--- config.mk ---
export PLATFORM = sky130hd
export DESIGN_NAME = line_cmd_scheduler
export DESIGN_NICKNAME = d
export VERILOG_FILES = /design/src/rtl/line_pkg.sv /design/src/rtl/line_cmd_fifo.sv /design/src/rtl/line_cmd_scheduler.sv
export SDC_FILE = /design/constraint.sdc
export NUM_CORES = 1
export LEC_CHECK = 0
export ABC_AREA = 1
export CAP_MARGIN = 25
export CORE_MARGIN = 8
export CORE_UTILIZATION = 45
export CTS_CLUSTER_DIAMETER = 30
export DETAILED_ROUTE_END_ITERATION = 10
export PLACE_DENSITY = 0.73
export SLEW_MARGIN = 20
export SYNTH_ARGS = -nofsm -noshare
export SYNTH_HDL_FRONTEND = slang
export SYNTH_SLANG_ARGS = --single-unit
--- constraint.sdc ---
create_clock -name clock -period 10.9 [get_ports clock]
set_input_delay 2.18 -clock clock [delete_from_list [all_inputs] [get_ports clock]]
set_output_delay 2.18 -clock clock [all_outputs]
set_load 0.05 [all_outputs]
--- src/rtl/line_pkg.sv ---
// line_pkg: shared types for the line command scheduler.
package line_pkg;
    localparam int X_W = 9;
    localparam int Y_W = 8;
    localparam int COL_W = 3;

    typedef struct packed {
        logic [COL_W-1:0] colour;
        logic [X_W-1:0]   x0;
        logic [Y_W-1:0]   y0;
        logic [X_W-1:0]   x1;
        logic [Y_W-1:0]   y1;
    } line_cmd_t;

    typedef enum logic [1:0] {S_IDLE, S_GO, S_GAP} state_t;
endpackage

--- src/rtl/line_cmd_fifo.sv ---
// line_cmd_fifo: small circular FIFO of line commands with occupancy count and flush.
module line_cmd_fifo
    import line_pkg::*;
#(
    parameter int DEPTH = 4
) (
    input  logic                   clock,
    input  logic                   i_reset,
    input  logic                   flush,
    input  logic                   push,
    input  logic                   pop,
    input  line_cmd_t              wdata,
    output line_cmd_t              rdata,
    output logic [$clog2(DEPTH):0] count,
    output logic                   full,
    output logic                   empty
);
    localparam int AW = $clog2(DEPTH);

    line_cmd_t     mem [DEPTH];
    logic [AW-1:0] wr_ptr, rd_ptr;

    always_ff @(posedge clock) begin
        if (push) mem[wr_ptr] <= wdata;
    end

    always_ff @(posedge clock or posedge i_reset) begin
        if (i_reset) begin
            wr_ptr <= '0;
            rd_ptr <= '0;
            count  <= '0;
        end else if (flush) begin
            wr_ptr <= '0;
            rd_ptr <= '0;
            count  <= '0;
        end else begin
            if (push) wr_ptr <= wr_ptr + 1'b1;
            if (pop) rd_ptr <= rd_ptr + 1'b1;
            count <= count + {{AW{1'b0}}, push} - {{AW{1'b0}}, pop};
        end
    end

    assign rdata = mem[rd_ptr];
    assign full  = count == (AW+1)'(DEPTH);
    assign empty = count == '0;
endmodule

--- src/rtl/line_cmd_scheduler.sv ---
// line_cmd_scheduler: round-robin arbitration of two command sources into a FIFO,
// sequencing the line drawer one command at a time with a go/done handshake.
module line_cmd_scheduler
    import line_pkg::*;
#(
    parameter int DEPTH = 4,
    parameter int CNT_W = 16
) (
    input  logic                   clock,
    input  logic                   i_reset,
    input  logic                   i_flush,
    input  logic                   i_req0_valid,
    input  line_cmd_t              i_req0_cmd,
    output logic                   o_req0_ready,
    input  logic                   i_req1_valid,
    input  line_cmd_t              i_req1_cmd,
    output logic                   o_req1_ready,
    output logic                   o_go,
    input  logic                   i_done,
    output logic [COL_W-1:0]       o_colour,
    output logic [X_W-1:0]         o_X0,
    output logic [Y_W-1:0]         o_Y0,
    output logic [X_W-1:0]         o_X1,
    output logic [Y_W-1:0]         o_Y1,
    output logic                   o_busy,
    output logic [$clog2(DEPTH):0] o_count,
    output logic [CNT_W-1:0]       o_lines_drawn
);
    state_t    state, state_next;
    line_cmd_t head, push_cmd, cur;
    logic      rr, full, empty, push, pop, avail;
    logic      grant0, grant1;

    always_comb begin
        grant0       = i_req0_valid & (!i_req1_valid | !rr);
        grant1       = i_req1_valid & (!i_req0_valid | rr);
        o_req0_ready = grant0 & !full & !i_flush;
        o_req1_ready = grant1 & !full & !i_flush;
        push         = o_req0_ready | o_req1_ready;
        push_cmd     = o_req0_ready ? i_req0_cmd : i_req1_cmd;
    end

    line_cmd_fifo #(.DEPTH(DEPTH)) u_fifo (
        .clock  (clock),
        .i_reset(i_reset),
        .flush  (i_flush),
        .push   (push),
        .pop    (pop),
        .wdata  (push_cmd),
        .rdata  (head),
        .count  (o_count),
        .full   (full),
        .empty  (empty)
    );

    // avail lags the count by one cycle; empty guards a pop right after a flush
    always_ff @(posedge clock or posedge i_reset) begin
        if (i_reset) begin
            rr    <= 1'b0;
            avail <= 1'b0;
            state <= S_IDLE;
        end else begin
            if (push) rr <= o_req0_ready;
            avail <= !empty;
            state <= state_next;
        end
    end

    always_comb begin
        state_next = state;
        pop        = 1'b0;
        case (state)
            S_IDLE: begin
                pop        = avail & !empty;
                state_next = pop ? S_GO : S_IDLE;
            end
            S_GO:    state_next = i_done ? S_GAP : S_GO;
            default: state_next = S_IDLE;
        endcase
    end

    always_ff @(posedge clock or posedge i_reset) begin
        if (i_reset) begin
            cur           <= '0;
            o_go          <= 1'b0;
            o_lines_drawn <= '0;
        end else if (pop) begin
            cur  <= head;
            o_go <= 1'b1;
        end else if (state == S_GO && i_done) begin
            o_go          <= 1'b0;
            o_lines_drawn <= o_lines_drawn + 1'b1;
        end
    end

    assign o_colour = cur.colour;
    assign o_X0     = cur.x0;
    assign o_Y0     = cur.y0;
    assign o_X1     = cur.x1;
    assign o_Y1     = cur.y1;
    assign o_busy   = state != S_IDLE;
endmodule
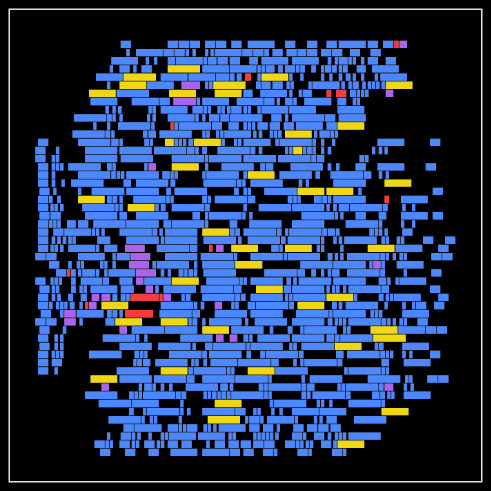
*Sizing map, run 1*
Drawn at 3 px/um.
Key: yellow = x6 and larger [cells 44, share 4.4%, most used clkbuf_16]; purple = x3 and x4 [cells 25, share 2.5%, most used buf_4]; red = x2 [cells 12, share 1.2%, most used inv_2]; blue = x1 and smaller [cells 928, share 92%, most used nand2_1]

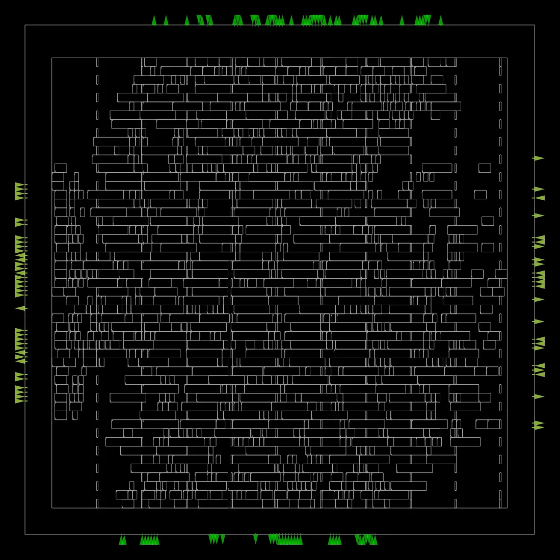
*Cell placement, run 1*
final core occ: 0.606
flip-flops: 213
Finished Layout Cells: 1274
Tap Cells: 265
fill count: 1551

==> flow_metrics.env, run 1 <==
# yosys + openroad results
export IMPL_clkbuf_count=42
export IMPL_grt_max_degree=77
export IMPL_core_um2=19500
export IMPL_cts_path_max_buffers=3
export IMPL_n_all_buffers=149
export IMPL_die_h_um=157
export IMPL_drive_above_1_share=0.0803
export IMPL_crit_start="i_flush"
export IMPL_ys_cells=834
export IMPL_grt_pass1_vias=6533
export IMPL_yosys_top_cells_area="edfxtp_1, dfrtp_1, nand2_1"
export IMPL_placed_area_um2=10600
export IMPL_synth_top_area_share=0.497
export IMPL_cts_tree="done"
export IMPL_fp_util=0.460
export IMPL_flop_cell="edfxtp_1"
export IMPL_syn_avg_cell_area_um2=10.7
export IMPL_rsz0062_at_grt="false"
export IMPL_fin_nets=1069
export IMPL_crit_chain="clkdlybuf4s50_1 -> inv_2 -> and3_4 -> nand2_4 -> inv_2 -> buf_4 -> clkdlybuf4s50_1"
export IMPL_synth_edff_count=148
export IMPL_status="complete, no violations"
export IMPL_syn_to_final_growth_pct=31.8
export IMPL_fin_crit_ns=6.58
export IMPL_power_density_nw_per_um2=284
export IMPL_worstSetupEndpoint="o_req0_ready"
export IMPL_path_max_fanout=38
export IMPL_synth_cells=834
export IMPL_yosys_warnings=0
export IMPL_dr_pass1_iters=5
export IMPL_ys_seq_share=0.679
export IMPL_cts_buffers=36
export IMPL_crit_family="buffers and inverters"
export IMPL_final_cell_mix="nand2_1, edfxtp_1, clkdlybuf4s50_1"
export IMPL_drt_wl_total_um=20600
export IMPL_crit_slowest_cell="clkdlybuf4s50_1"
export IMPL_die_x_um=157
export IMPL_warning_count=29
export IMPL_async_flop_share=0.305
export IMPL_rr_startpoint="u_fifo.count[1]"
export IMPL_vdd_drop_max_uv=129
export IMPL_dp_cells=1208
export IMPL_seq_share=0.515
export IMPL_dp_final_hpwl_um=12300
export IMPL_tns_ns=0
export IMPL_design_area_um2=11800
export IMPL_worstHoldEndpoint="o_Y1[5]"
export IMPL_ys_chip_area_um2=8950
export IMPL_sh_comb_area=0.222
export IMPL_synth_most_common_cell="nand2_1"
export IMPL_critPathBufInv=5
export IMPL_setup_viol=0
export IMPL_detail_route_antenna_nets=0
export IMPL_clk_share=0.102
export IMPL_crit_cells=7
export IMPL_grt_overflow_total=0
export IMPL_numSynthFlops=213
export IMPL_path_clk_slew_ns=0.05
export IMPL_ctsResizeCount=0
export IMPL_synthesis_nets=922
export IMPL_clock_root_buffer="clkbuf_16"
export IMPL_drt_iter0_drc=393
export IMPL_synth_cell_types=31
export IMPL_multi_input_comb_cells=554
export IMPL_synthTopCellsByCount="nand2_1, edfxtp_1, nor2_1"
export IMPL_die_area_um2=24600
export IMPL_r2r_setup_slack_ns=7.35
export IMPL_io_pins=140
export IMPL_crit_arrival_ns=4.40
export IMPL_gp_congestion=0.789
export IMPL_remaining_drc_errors=0
export IMPL_reg2reg_depth=11
export IMPL_drv_cap=0
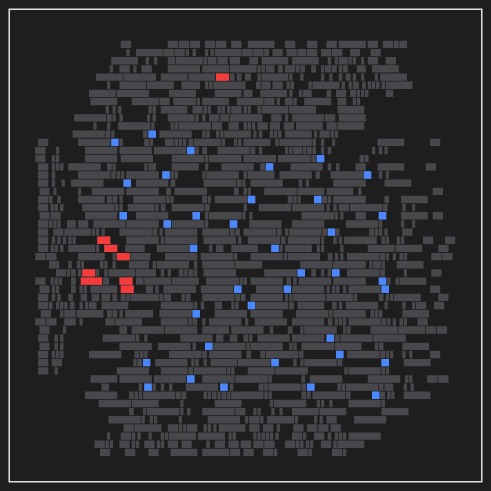
*Gate families picked out, run 1*
Drawn at 3 px/um.
Key: red = fa/ha/maj cells [cells 8, where west]; blue = non-inverting ao/oa cells [cells 37]

[run 1: sequential cells by signal (all words and copies together), names as in the netlist]
name and count:
avail 1, o_X0 9, o_X1 9, o_Y0 8
o_Y1 8, o_colour 3, o_go 1, o_lines_drawn 16
rr 1, state 2, u_fifo.count 3, u_fifo.mem 148
u_fifo.rd_ptr 2, u_fifo.wr_ptr 2
[run 1: metrics by stage]
stage	util	total power, mW	setup WS [ns]
after detailed placement	0.544	2.26	4.31
after floorplan	-	1.90	5.00
after global placement	0.544	2.24	4.35
after global routing	0.606	3.52	4.20
after CTS	0.606	3.38	4.31
final	0.606	3.34	4.32
[run 1: cell families after synthesis]
| group | count (synthesis) | share of synthesized area |
|---|---|---|
| flops | 213 | 0.679 |
| fa+ha+maj | 8 | 0.0120 |
| simple gates | 415 | 0.183 |
| buf+inv | 67 | 0.0354 |
| xor+xnor | 13 | 0.0127 |
| compound gates | 118 | 0.0778 |
[run 1: worst register-to-register path, delay by kind of cell (launching register included)]
kind	cells	cell delay, ns
compound gates	2	0.25
fa+ha+maj	3	0.87
buf+inv	3	1.01
flops	1	0.46
simple gates	3	0.84
[run 1: metal layers]
| metal | vias to the layer above | global-route usage | wire (um) |
|---|---|---|---|
| met3 | 32 | 0.0277 | 1050 |
| met1 | 2992 | 0.210 | 8760 |
| met4 | 0 | 0.0613 | 380 |
| li1 | 3086 | - | - |
| met5 | - | 0 | 0 |
| met2 | 160 | 0.294 | 10400 |
[run 1: power by group]
part           leakage [nW]  switching, mW  internal (mW)
clock network         0.571          0.370          0.739
registers              2.16         0.0785           1.07
logic                  2.07          0.759          0.325
total                  4.80           1.21           2.14
--- run 2 (diff from run 1) ---
Clock period 10.9 ns to 6.4 ns, I/O delays scaled along.
==> run 2 against run 1 <==
Worst hold slack improved by 0.0016 ns. Critical path type unchanged. Clock power rose by 94%. Worst setup slack got worse by 2.6 ns. Global-route usage fell by 0.31 points. Utilization rose by 1.0 points.
==> flow_metrics.env, run 2 <==
# yosys + openroad results
export IMPL_status="complete, no violations"
export IMPL_p_comb_frac=0.313
export IMPL_crit_slowest_cell="clkdlybuf4s50_1"
export IMPL_rsz0062_at_grt="false"
export IMPL_flop_cell="edfxtp_1"
export IMPL_synth_cell_types=31
export IMPL_synthTopCellsByCount="nand2_1, edfxtp_1, nor2_1"
export IMPL_yosys_warnings=0
export IMPL_dr_pass1_iters=5
export IMPL_ys_chip_area_um2=8950
export IMPL_synth_top_area_share=0.497
export IMPL_design_area_um2=12000
export IMPL_core_um2=19500
export IMPL_die_h_um=157
export IMPL_crit_arrival_ns=3.43
export IMPL_drive_above_1_share=0.0920
export IMPL_syn_to_final_growth_pct=34.0
export IMPL_drt_iter0_drc=511
export IMPL_ys_cells=834
export IMPL_path_max_fanout=10
export IMPL_yosys_top_cells_area="edfxtp_1, dfrtp_1, nand2_1"
export IMPL_setup_viol=0
export IMPL_synth_most_common_cell="nand2_1"
export IMPL_grt_pass1_vias=6485
export IMPL_cts_buffers=37
export IMPL_power_share_sequential=0.328
export IMPL_grt_max_degree=77
export IMPL_power_density_nw_per_um2=498
export IMPL_fillerInstances=1512
export IMPL_grt_util_met3=0.0389
export IMPL_switchingPower_mw=2.10
export IMPL_ctsResizeCount=0
export IMPL_gp_congestion=0.770
export IMPL_detail_route_antenna_nets=0
export IMPL_remaining_drc_errors=0
export IMPL_fin_util=0.616
export IMPL_vdd_drop_max_uv=291
export IMPL_synth_edff_count=148
export IMPL_top_regs="u_fifo.mem x148, o_lines_drawn x16"
export IMPL_fin_crit_ns=4.71
export IMPL_reg2reg_depth=11
export IMPL_dp_final_hpwl_um=12200
export IMPL_worstHoldEndpoint="o_Y1[3]"
export IMPL_numSynthFlops=213
export IMPL_clkPwrFrac=0.360
export IMPL_rr_startpoint="u_fifo.count[1]"
export IMPL_netSwitchingFraction=0.352
export IMPL_place_ws_ns=1.68
export IMPL_finalPower_mw=5.97
export IMPL_cts_tree="done"
export IMPL_grt_overflow_total=0
export IMPL_die_x_um=157
export IMPL_cts_path_max_buffers=3
export IMPL_crit_chain="clkdlybuf4s50_1 -> inv_2 -> nand3_1 -> inv_1 -> clkdlybuf4s50_1"
export IMPL_largest_reg_flops=148
export IMPL_synthesis_nets=922
export IMPL_drv_cap=0
export IMPL_clock_root_buffer="clkbuf_16"
export IMPL_syn_avg_cell_area_um2=10.7
export IMPL_drt_wl_total_um=20400
export IMPL_setup_slack_ns=1.69
export IMPL_path_clk_slew_ns=0.05
export IMPL_die_area_um2=24600
export IMPL_top_register="u_fifo.mem"
export IMPL_crit_start="i_flush"
run 2: cell counts after synthesis:
Identical to the previous run, type by type.
run 2: worst max-delay path by stage:
stage	end
final	o_req1_ready
after global routing	o_req1_ready
after CTS	o_req0_ready
after detailed placement	o_req0_ready
after global placement	o_req0_ready
after floorplan	u_fifo.mem[1][0]
run 2: power by group through the flow:
stage	registers [mW]	clock network [mW]	logic, mW
after floorplan	2.44	0	0.790
after global placement	1.97	0	1.84
after detailed placement	1.98	0	1.86
after CTS	1.96	2.18	1.88
after global routing	1.99	2.23	2.04
final	1.96	2.15	1.87
run 2: cell families (layout without fill, tap and decap cells):
group                      count (synthesis)  count (layout)  share of synthesized area
DFF                                      213             213                      0.679
xor gates and xnor gates                  13              13                     0.0127
adders and majority gates                  8               8                     0.0120
and+or+nand+nor                          415             415                      0.183
buffers and inverters                     67             244                     0.0354
AOI/OAI and AO/OA                        118             118                     0.0778
run 2: area by class of cell:
class,instances,area share
tap,265,0.0277
inverter,27,0.00856
sequential,213,0.507
multi-input combinational,554,0.218
timing repair buffer,149,0.124
clock buffer,40,0.0817
clock inverter,28,0.0337
run 2: worst max-delay path, delay by kind of cell:
kind,cells,cell delay [ns]
buffers and inverters,4,1.66
AND/OR/NAND/NOR,1,0.49
run 2: layer usage:
layer / wire (um) / share of wire / vias to the layer above
met5: 0 / 0 / -
met3: 1170 / 0.057 / 30
met1: 8820 / 0.43 / 2982
met4: 333 / 0.016 / 0
met2: 10000 / 0.49 / 169
li1: - / - / 3086
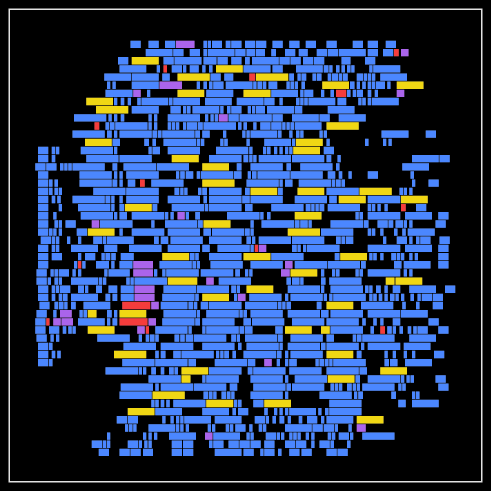
*Sizing map, run 2*
Drawn at 3 px/um.
Key: blue = x1 and smaller [cells 918, share 91%, most used nand2_1]; yellow = x6 and larger [cells 53, share 5.2%, most used clkbuf_16]; purple = x3 and x4 [cells 26, share 2.6%, most used buf_4]; red = x2 [cells 14, share 1.4%]

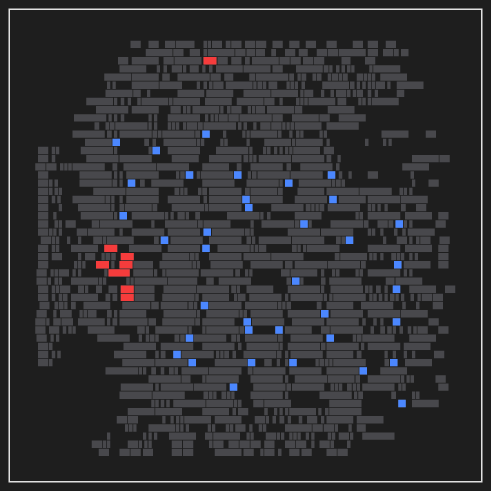
*Gate families picked out, run 2*
Drawn at 3 px/um.
Key: red = fa/ha/maj cells [cells 8, where west]; blue = non-inverting ao/oa cells [cells 37]

No activity file was given, so power comes from the tool's default toggle rates.
